Run 1, signal metal coverage by tile:
14 x 14 tiles, from dark blue (low) to red (high), scaled to the fullest tile. Values are wire area over tile area, all layers added.
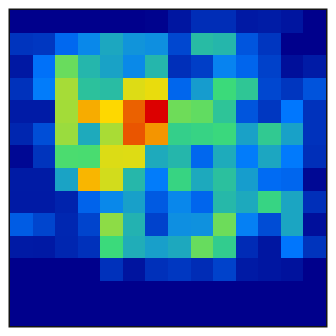
Run 1, placed standard cells:
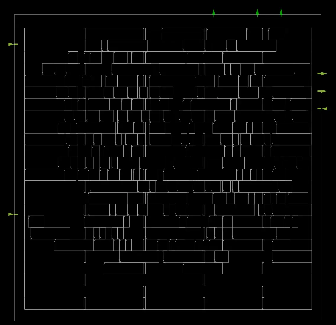
Run 1, cells colored by class:
Fill, decap, tap and diode cells in gray.
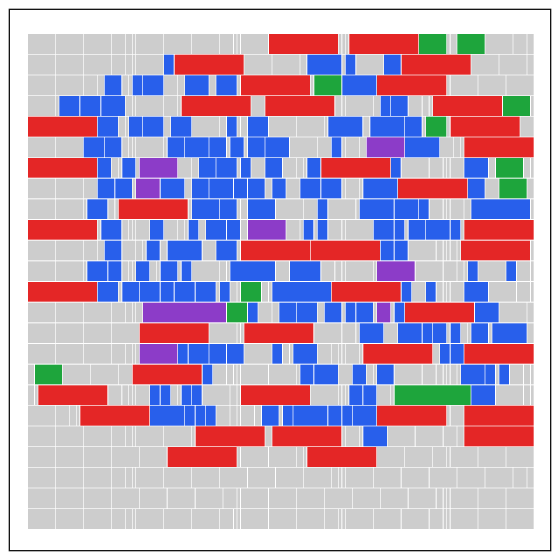
<file path="config.mk">
export PLATFORM = sky130hd
export DESIGN_NAME = button_conditioner
export DESIGN_NICKNAME = d
export VERILOG_FILES = /design/src/rtl/button_conditioner.sv
export SDC_FILE = /design/constraint.sdc
export NUM_CORES = 1
export LEC_CHECK = 0
export CAP_MARGIN = 10
export CORE_MARGIN = 2
export CORE_UTILIZATION = 45
export CTS_CLUSTER_DIAMETER = 80
export DETAILED_ROUTE_END_ITERATION = 7
export PLACE_DENSITY = 0.68
export SYNTH_ARGS = -nofsm -noshare
export SYNTH_HDL_FRONTEND = slang
export SYNTH_SLANG_ARGS = --single-unit
</file>
<file path="constraint.sdc">
create_clock -name clk -period 4.5 [get_ports clk]
set_input_delay 0.9 -clock clk [delete_from_list [all_inputs] [get_ports clk]]
set_output_delay 0.9 -clock clk [all_outputs]
set_load 0.005 [all_outputs]
</file>
<file path="src/rtl/button_conditioner.sv">
// button_conditioner
//   Conditions one raw push-button into clean single-clock events for the
//   countdown/display datapath. Everything runs on the system clock:
//   2-FF synchroniser -> tick-sampled debounce window -> press/release/long FSM.
//
// Ports
//   clk            system clock
//   rst            asynchronous active-high reset
//   pb_in          raw button level (asynchronous to clk), 1 = pressed
//   pressed        debounced level, 1 while in PRESSED or LONG
//   press_pulse    one-cycle pulse on an accepted press
//   release_pulse  one-cycle pulse on an accepted release
//   long_pulse     one-cycle pulse when the hold time reaches LONG_PRESS_TICKS
//   is_long        1 while in LONG
module button_conditioner #(
    parameter int SAMPLE_DIV       = 65536,
    parameter int DEBOUNCE_SAMPLES = 4,
    parameter int LONG_PRESS_TICKS = 1525
) (
    input  logic clk,
    input  logic rst,
    input  logic pb_in,
    output logic pressed,
    output logic press_pulse,
    output logic release_pulse,
    output logic long_pulse,
    output logic is_long
);

    localparam int DIV_W  = $clog2(SAMPLE_DIV);
    localparam int HOLD_W = $clog2(LONG_PRESS_TICKS + 1);
    localparam logic [DIV_W-1:0]  DIV_LAST  = DIV_W'(SAMPLE_DIV - 1);
    localparam logic [HOLD_W-1:0] HOLD_LAST = HOLD_W'(LONG_PRESS_TICKS - 1);

    typedef enum logic [1:0] {
        ST_IDLE    = 2'd0,
        ST_PRESSED = 2'd1,
        ST_LONG    = 2'd2
    } state_t;

    logic                        sync1_r;
    logic                        sync2_r;
    logic [DIV_W-1:0]            div_cnt_r;
    logic                        tick_s;
    logic [DEBOUNCE_SAMPLES-2:0] shift_r;
    logic [DEBOUNCE_SAMPLES-1:0] win_s;
    logic                        all1_s;
    logic                        all0_s;
    state_t                      state_r;
    state_t                      state_nxt_s;
    logic [HOLD_W-1:0]           hold_cnt_r;
    logic [HOLD_W-1:0]           hold_cnt_nxt_s;
    logic                        press_nxt_s;
    logic                        release_nxt_s;
    logic                        long_nxt_s;
    logic                        pressed_nxt_s;
    logic                        is_long_nxt_s;

    // Two-flop synchroniser for the asynchronous button level.
    always_ff @(posedge clk or posedge rst) begin
        if (rst) begin
            sync1_r <= 1'b0;
            sync2_r <= 1'b0;
        end else begin
            sync1_r <= pb_in;
            sync2_r <= sync1_r;
        end
    end

    assign tick_s = (div_cnt_r == DIV_LAST);

    // Sample prescaler: free-running 0..SAMPLE_DIV-1.
    always_ff @(posedge clk or posedge rst) begin
        if (rst) begin
            div_cnt_r <= {DIV_W{1'b0}};
        end else if (tick_s) begin
            div_cnt_r <= {DIV_W{1'b0}};
        end else begin
            div_cnt_r <= div_cnt_r + DIV_W'(1);
        end
    end

    // win_s is the window as it looks including the sample taken this tick,
    // so the FSM decides on the same edge the sample is shifted in.
    assign win_s  = {shift_r, sync2_r};
    assign all1_s = &win_s;
    assign all0_s = ~|win_s;

    // Debounce history: only the newest DEBOUNCE_SAMPLES-1 samples are kept.
    always_ff @(posedge clk or posedge rst) begin
        if (rst) begin
            shift_r <= {(DEBOUNCE_SAMPLES-1){1'b0}};
        end else if (tick_s) begin
            shift_r <= win_s[DEBOUNCE_SAMPLES-2:0];
        end else begin
            shift_r <= shift_r;
        end
    end

    // FSM state and hold counter register.
    always_ff @(posedge clk or posedge rst) begin
        if (rst) begin
            state_r    <= ST_IDLE;
            hold_cnt_r <= {HOLD_W{1'b0}};
        end else begin
            state_r    <= state_nxt_s;
            hold_cnt_r <= hold_cnt_nxt_s;
        end
    end

    // Next-state logic; release is tested before long so it wins on a shared tick.
    always_comb begin
        state_nxt_s    = state_r;
        hold_cnt_nxt_s = hold_cnt_r;
        case (state_r)
            ST_IDLE: begin
                if (tick_s && all1_s) begin
                    state_nxt_s    = ST_PRESSED;
                    hold_cnt_nxt_s = {HOLD_W{1'b0}};
                end else begin
                    state_nxt_s    = ST_IDLE;
                end
            end
            ST_PRESSED: begin
                if (!tick_s) begin
                    state_nxt_s = ST_PRESSED;
                end else if (all0_s) begin
                    state_nxt_s = ST_IDLE;
                end else if (hold_cnt_r == HOLD_LAST) begin
                    state_nxt_s = ST_LONG;
                end else begin
                    // hold_cnt_r < HOLD_LAST here, so the increment cannot wrap
                    state_nxt_s    = ST_PRESSED;
                    hold_cnt_nxt_s = hold_cnt_r + HOLD_W'(1);
                end
            end
            ST_LONG: begin
                // hold counter stays frozen; no repeat long event
                if (tick_s && all0_s) begin
                    state_nxt_s = ST_IDLE;
                end else begin
                    state_nxt_s = ST_LONG;
                end
            end
            default: begin
                // unreachable encoding: recover quietly to IDLE
                state_nxt_s    = ST_IDLE;
                hold_cnt_nxt_s = {HOLD_W{1'b0}};
            end
        endcase
    end

    // Output decode from the transition being taken this cycle.
    always_comb begin
        press_nxt_s   = (state_r == ST_IDLE) && (state_nxt_s == ST_PRESSED);
        release_nxt_s = ((state_r == ST_PRESSED) || (state_r == ST_LONG)) &&
                        (state_nxt_s == ST_IDLE);
        long_nxt_s    = (state_r == ST_PRESSED) && (state_nxt_s == ST_LONG);
        pressed_nxt_s = (state_nxt_s == ST_PRESSED) || (state_nxt_s == ST_LONG);
        is_long_nxt_s = (state_nxt_s == ST_LONG);
    end

    // Output registers: pulses and levels line up with the new state.
    always_ff @(posedge clk or posedge rst) begin
        if (rst) begin
            pressed       <= 1'b0;
            press_pulse   <= 1'b0;
            release_pulse <= 1'b0;
            long_pulse    <= 1'b0;
            is_long       <= 1'b0;
        end else begin
            pressed       <= pressed_nxt_s;
            press_pulse   <= press_nxt_s;
            release_pulse <= release_nxt_s;
            long_pulse    <= long_nxt_s;
            is_long       <= is_long_nxt_s;
        end
    end

endmodule

</file>
==> impl_metrics.ini, run 1 <==
; flow metrics
[run_status]
status = completed

[timing]
finalHoldViolations = 0
worst_slack_ns = 2.13
finalMaxSlewViolations = 0
setup_viol = 0
min_period_ns = 2.37

[synthesis]
ys.flop_type = dfrtp_1
ys_ff = 39
yosys.area_share.aoi_pct = 15.1
ys_cells = 198
edf_count = 0
yosysWarnings = 0
ys_sh_simple_pct = 21.5
synth_seq_share_pct = 48.1
netlist-cell-type-count = 35
fp_nets = 211
ys_sh_adder_pct = 6.17

[critical_path]
cp_slowest_cell = or3_1
critPathRequiredTime_ns = 4.68
crit_fanout = 12

[power_and_ir_drop]
p_leak_uw = 0.00105
p_clk_share_pct = 44.3
switchingPower_uw = 136
p_comb_share_pct = 2.2
cell_internal_pwr_uw = 521

[layout]
syn_to_final_growth_pct = 12.8
drive_gt1_share_pct = 8.13

[placement]
place.gp.congestion = 0.898
post_dp_cell_area_mm2 = 0.00215
place_ws_ns = 2.13

[route]
ant_nets = 0
drc_errors = 0
drt-initial-drc-count = 115

[floorplan]
die_w_um = 71.1
ios = 8

[clock_tree]
post-cts-setup-buffers = 0
hold_buffers = 0
clock_sinks = 39

[global_routing]
antenna_found_initial = 0
globalRouteOverflowTotal = 0

[flow_run]
drv_cap = 0
Back to the opening pictures, 'signal metal coverage by tile':
nearly empty tiles: 23%
tiles over half the peak: 12%
mean over tiles: 0.12
fullest tile: 0.51
Total Wirelength: 3860 µm
Total Routing Usage GR: 17.7%

Back to the opening pictures, 'placed standard cells':
n_taps: 52
Final Non-Filler Cells: 261
core area: 0.00435 mm²
Seq/total area: 42.7%

Back to the opening pictures, 'cells colored by class':
legend:
  clock drivers and dummy loads:
    color: purple
    cells: 8
  remaining logic cells:
    color: blue
    cells: 151
  remaining buffers and delay cells:
    color: green
    cells: 11
  registers:
    color: red
    cells: 39
design area: 0.00229 mm²
number of core rows: 24
fin util: 52.5%

## run 1: power by group through the flow
stage,clock [µW],sequential [µW],combinational [µW]
6_report,291,352,14.4
5_1_grt,316,352,16.9
4_1_cts,301,352,12.1
3_5_place_dp,0,359,12.1
3_3_place_gp,0,359,11.8
2_1_floorplan,0,358,7.20
## run 1: per-stage QoR
| stage | instances | hold WS (ns) |
|---|---|---|
| after global routing | 261 | 0.360 |
| after floorplan | 198 | 0.331 |
| after global placement | 252 | 0.334 |
| final | 261 | 0.353 |
| after detailed placement | 252 | 0.339 |
| after CTS | 260 | 0.357 |
## run 1: state kept, by name, summed over array words and instances, names as in the netlist
| name | flops |
|---|---|
| shift_r | 3 |
| div_cnt_r | 16 |
| is_long | 1 |
| hold_cnt_r | 11 |
| long_pulse | 1 |
| state_r | 2 |
| sync1_r | 1 |
| sync2_r | 1 |
| pressed | 1 |
| press_pulse | 1 |
| release_pulse | 1 |
## run 1: final timing paths
path	to	slack, ns	cells past startpoint
max in group asynchronous	hold_cnt_r[8]	3.00	4
worst max register to register	hold_cnt_r[9]	2.13	6
worst min-delay path	sync2_r	0.35	0
worst max-delay path	hold_cnt_r[9]	2.13	6
worst min register to register	sync2_r	0.35	0
min in group asynchronous	div_cnt_r[13]	0.86	2
## run 1: cell families after synthesis
kind of cell,Yosys count
AND/OR/NAND/NOR,76
AND-OR/OR-AND,42
flip-flops,39
buffers and inverters,19
XOR/XNOR,12
adder cells (fa/ha/maj),10
## run 1: critical path, delay by kind of cell (launching register included)
family          cells  cell delay (ns)
flops               1             0.41
fa+ha+maj           1             0.27
simple gates        3             1.00
compound gates      2             0.58
## run 1: synthesized netlist by cell type, types with 2 or more instances
| library cell | instances | share of area, % |
|---|---|---|
| nand2_1 | 19 | 3.5 |
| ha_1 | 10 | 6.2 |
| o21ai_1 | 2 | 0.49 |
| xnor2_1 | 5 | 2.2 |
| a21oi_1 | 4 | 0.99 |
| xor2_1 | 7 | 3.0 |
| nor2_1 | 11 | 2.0 |
| nand4_1 | 7 | 2.2 |
| a31oi_1 | 5 | 1.5 |
| or4_1 | 2 | 0.74 |
| nand3_1 | 13 | 3.2 |
| dfrtp_1 | 39 | 48 |
| nor4_1 | 3 | 0.93 |
| o21ai_0 | 3 | 0.74 |
| and4_1 | 3 | 1.3 |
| inv_1 | 11 | 2.0 |
| and2_1 | 7 | 2.2 |
| a21o_1 | 2 | 0.74 |
| clkbuf_1 | 7 | 1.3 |
| a41oi_1 | 2 | 0.86 |
| and3_1 | 4 | 1.2 |
| o31ai_1 | 19 | 7.0 |
## run 1: final cells by class
type / instances / area share [%]
inverters: 11 / 1.81
clock buffers: 5 / 3.01
well taps: 52 / 2.84
clock inverters: 3 / 1.91
repair buffers: 11 / 5.25
flip-flops and latches: 39 / 42.7
multi-input cells: 140 / 42.5
## run 1: routing by layer
layer / share of wire [%] / track usage, %
met5: 0 / 0
met4: 0.52 / 4.40
met3: 4.4 / 5.56
met2: 47 / 26.3
met1: 48 / 25.3
Run 1, wires at chosen ports, followed through buffers:
The bar under the picture is 20 µm long.
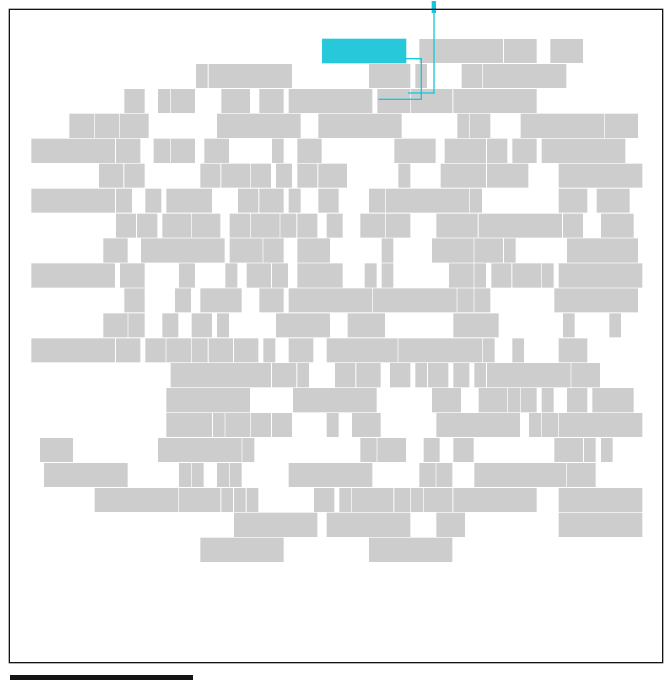

==> inputs of run 2 (changes only) <==
==> constraint.sdc (replaced) <==
create_clock -name clk -period 2.35 [get_ports clk]
set_input_delay 0.47 -clock clk [delete_from_list [all_inputs] [get_ports clk]]
set_output_delay 0.47 -clock clk [all_outputs]
set_load 0.005 [all_outputs]
Run 2, wires at chosen ports, followed through buffers:
The bar under the picture is 20 µm long.
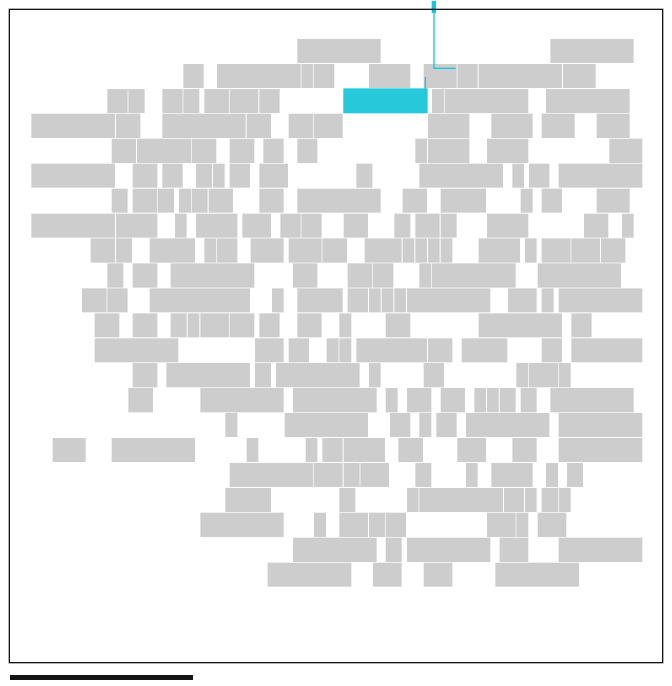
legend:
  `pressed`:
    color: cyan
    bits: 1
    direction: output
    edge: north
    end_cells: 1
    buffers: 1
    wire: 10.1 µm
number of I/O pins: 8
I/O Buffers: 7

Run 2, placed standard cells:
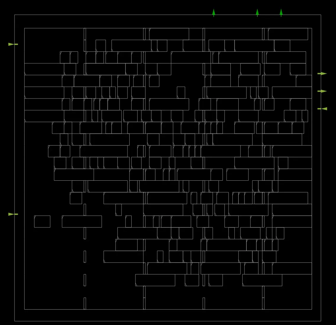
Final Non-Filler Cells: 266
fin util: 52.9%

==> impl_metrics.ini, run 2 <==
; flow metrics
[layout]
drive_gt1_share_pct = 9.81
largest-register = div_cnt_r

[synthesis]
ys_ff = 39
post-synth-top-count-cell = dfrtp_1
netlist-cell-type-count = 35
fp_nets = 211
top_area_cell = dfrtp_1
ys.flop_type = dfrtp_1

[placement]
post_dp_cell_area_mm2 = 0.00220
place.gp.congestion = 0.858

[critical_path]
cp_slowest_cell = or3_1
crit_fanout = 8
rrSetupSlack_ns = 0.16

[route]
ant_nets = 0
routed_wl_um = 4050
drc_errors = 0

[clock_tree]
post-cts-setup-buffers = 0

[floorplan]
die_w_um = 71.1
core_mm2 = 0.00435
num_rows = 24

[run_status]
status = completed

[timing]
finalHoldViolations = 0
finalMaxSlewViolations = 0

[power_and_ir_drop]
p_clk_share_pct = 43.7
cell_internal_pwr_uw = 991
switchingPower_uw = 248
p_leak_uw = 0.00106

[flow_run]
drv_cap = 0

[global_routing]
use_met2_pct = 26.9
met3_usage_pct = 3.85
==> run 2: routing by layer <==
layer / up-vias / wire, µm
met5: - / 0
met4: 0 / 66
met3: 7 / 125
met2: 25 / 1820
met1: 737 / 2040
li1: 750 / -
==> run 2: logic make-up (layout without fill, tap and decap cells) <==
group                      Yosys count  after routing  synth area share (%)
buffers and inverters               19             35                  3.89
and+or+nand+nor                     76             76                  21.5
adders and majority gates           10             10                  6.17
DFF                                 39             39                  48.1
AOI/OAI and AO/OA                   42             42                  15.1
xor gates and xnor gates            12             12                  5.19
==> run 2: worst max-delay path by stage <==
stage                  startpoint             to  slack [ns]
floorplan            div_cnt_r[0]    press_pulse        0.26
finish              div_cnt_r[11]  hold_cnt_r[9]        0.16
global route         div_cnt_r[0]  hold_cnt_r[9]        0.06
detailed placement   div_cnt_r[0]    press_pulse        0.18
global placement     div_cnt_r[0]    press_pulse        0.22
CTS                 div_cnt_r[11]  hold_cnt_r[9]        0.14
==> run 2: layout make-up <==
cell class	instances	area [µm²]
clock buffers	6	72.6
fillers	395	2050
inverters	11	41.3
repair buffers	17	145
flip-flops and latches	39	976
well taps	52	65.1
multi-input cells	140	972
clock inverters	1	30.0
==> run 2: power by group through the flow <==
stage	sequential (µW)	clock (µW)	combinational [µW]
5_1_grt	674	569	29.2
3_3_place_gp	687	0	25.9
4_1_cts	674	549	26.0
6_report	674	541	24.6
2_1_floorplan	686	0	13.8
3_5_place_dp	687	0	25.9
==> run 2: per-stage QoR <==
stage / total power [µW] / setup WS, ns / std cells / utilization (%) / hold WS [ns]
final: 1240 / 0.155 / 266 / 52.9 / 0.359
after global routing: 1270 / 0.0562 / 266 / 52.9 / 0.382
after CTS: 1250 / 0.137 / 266 / 52.9 / 0.364
after detailed placement: 713 / 0.180 / 259 / 50.5 / 0.340
after global placement: 713 / 0.221 / 259 / 50.5 / 0.337
after floorplan: 700 / 0.265 / 198 / - / 0.331
Power and IR drop assume default switching activity.
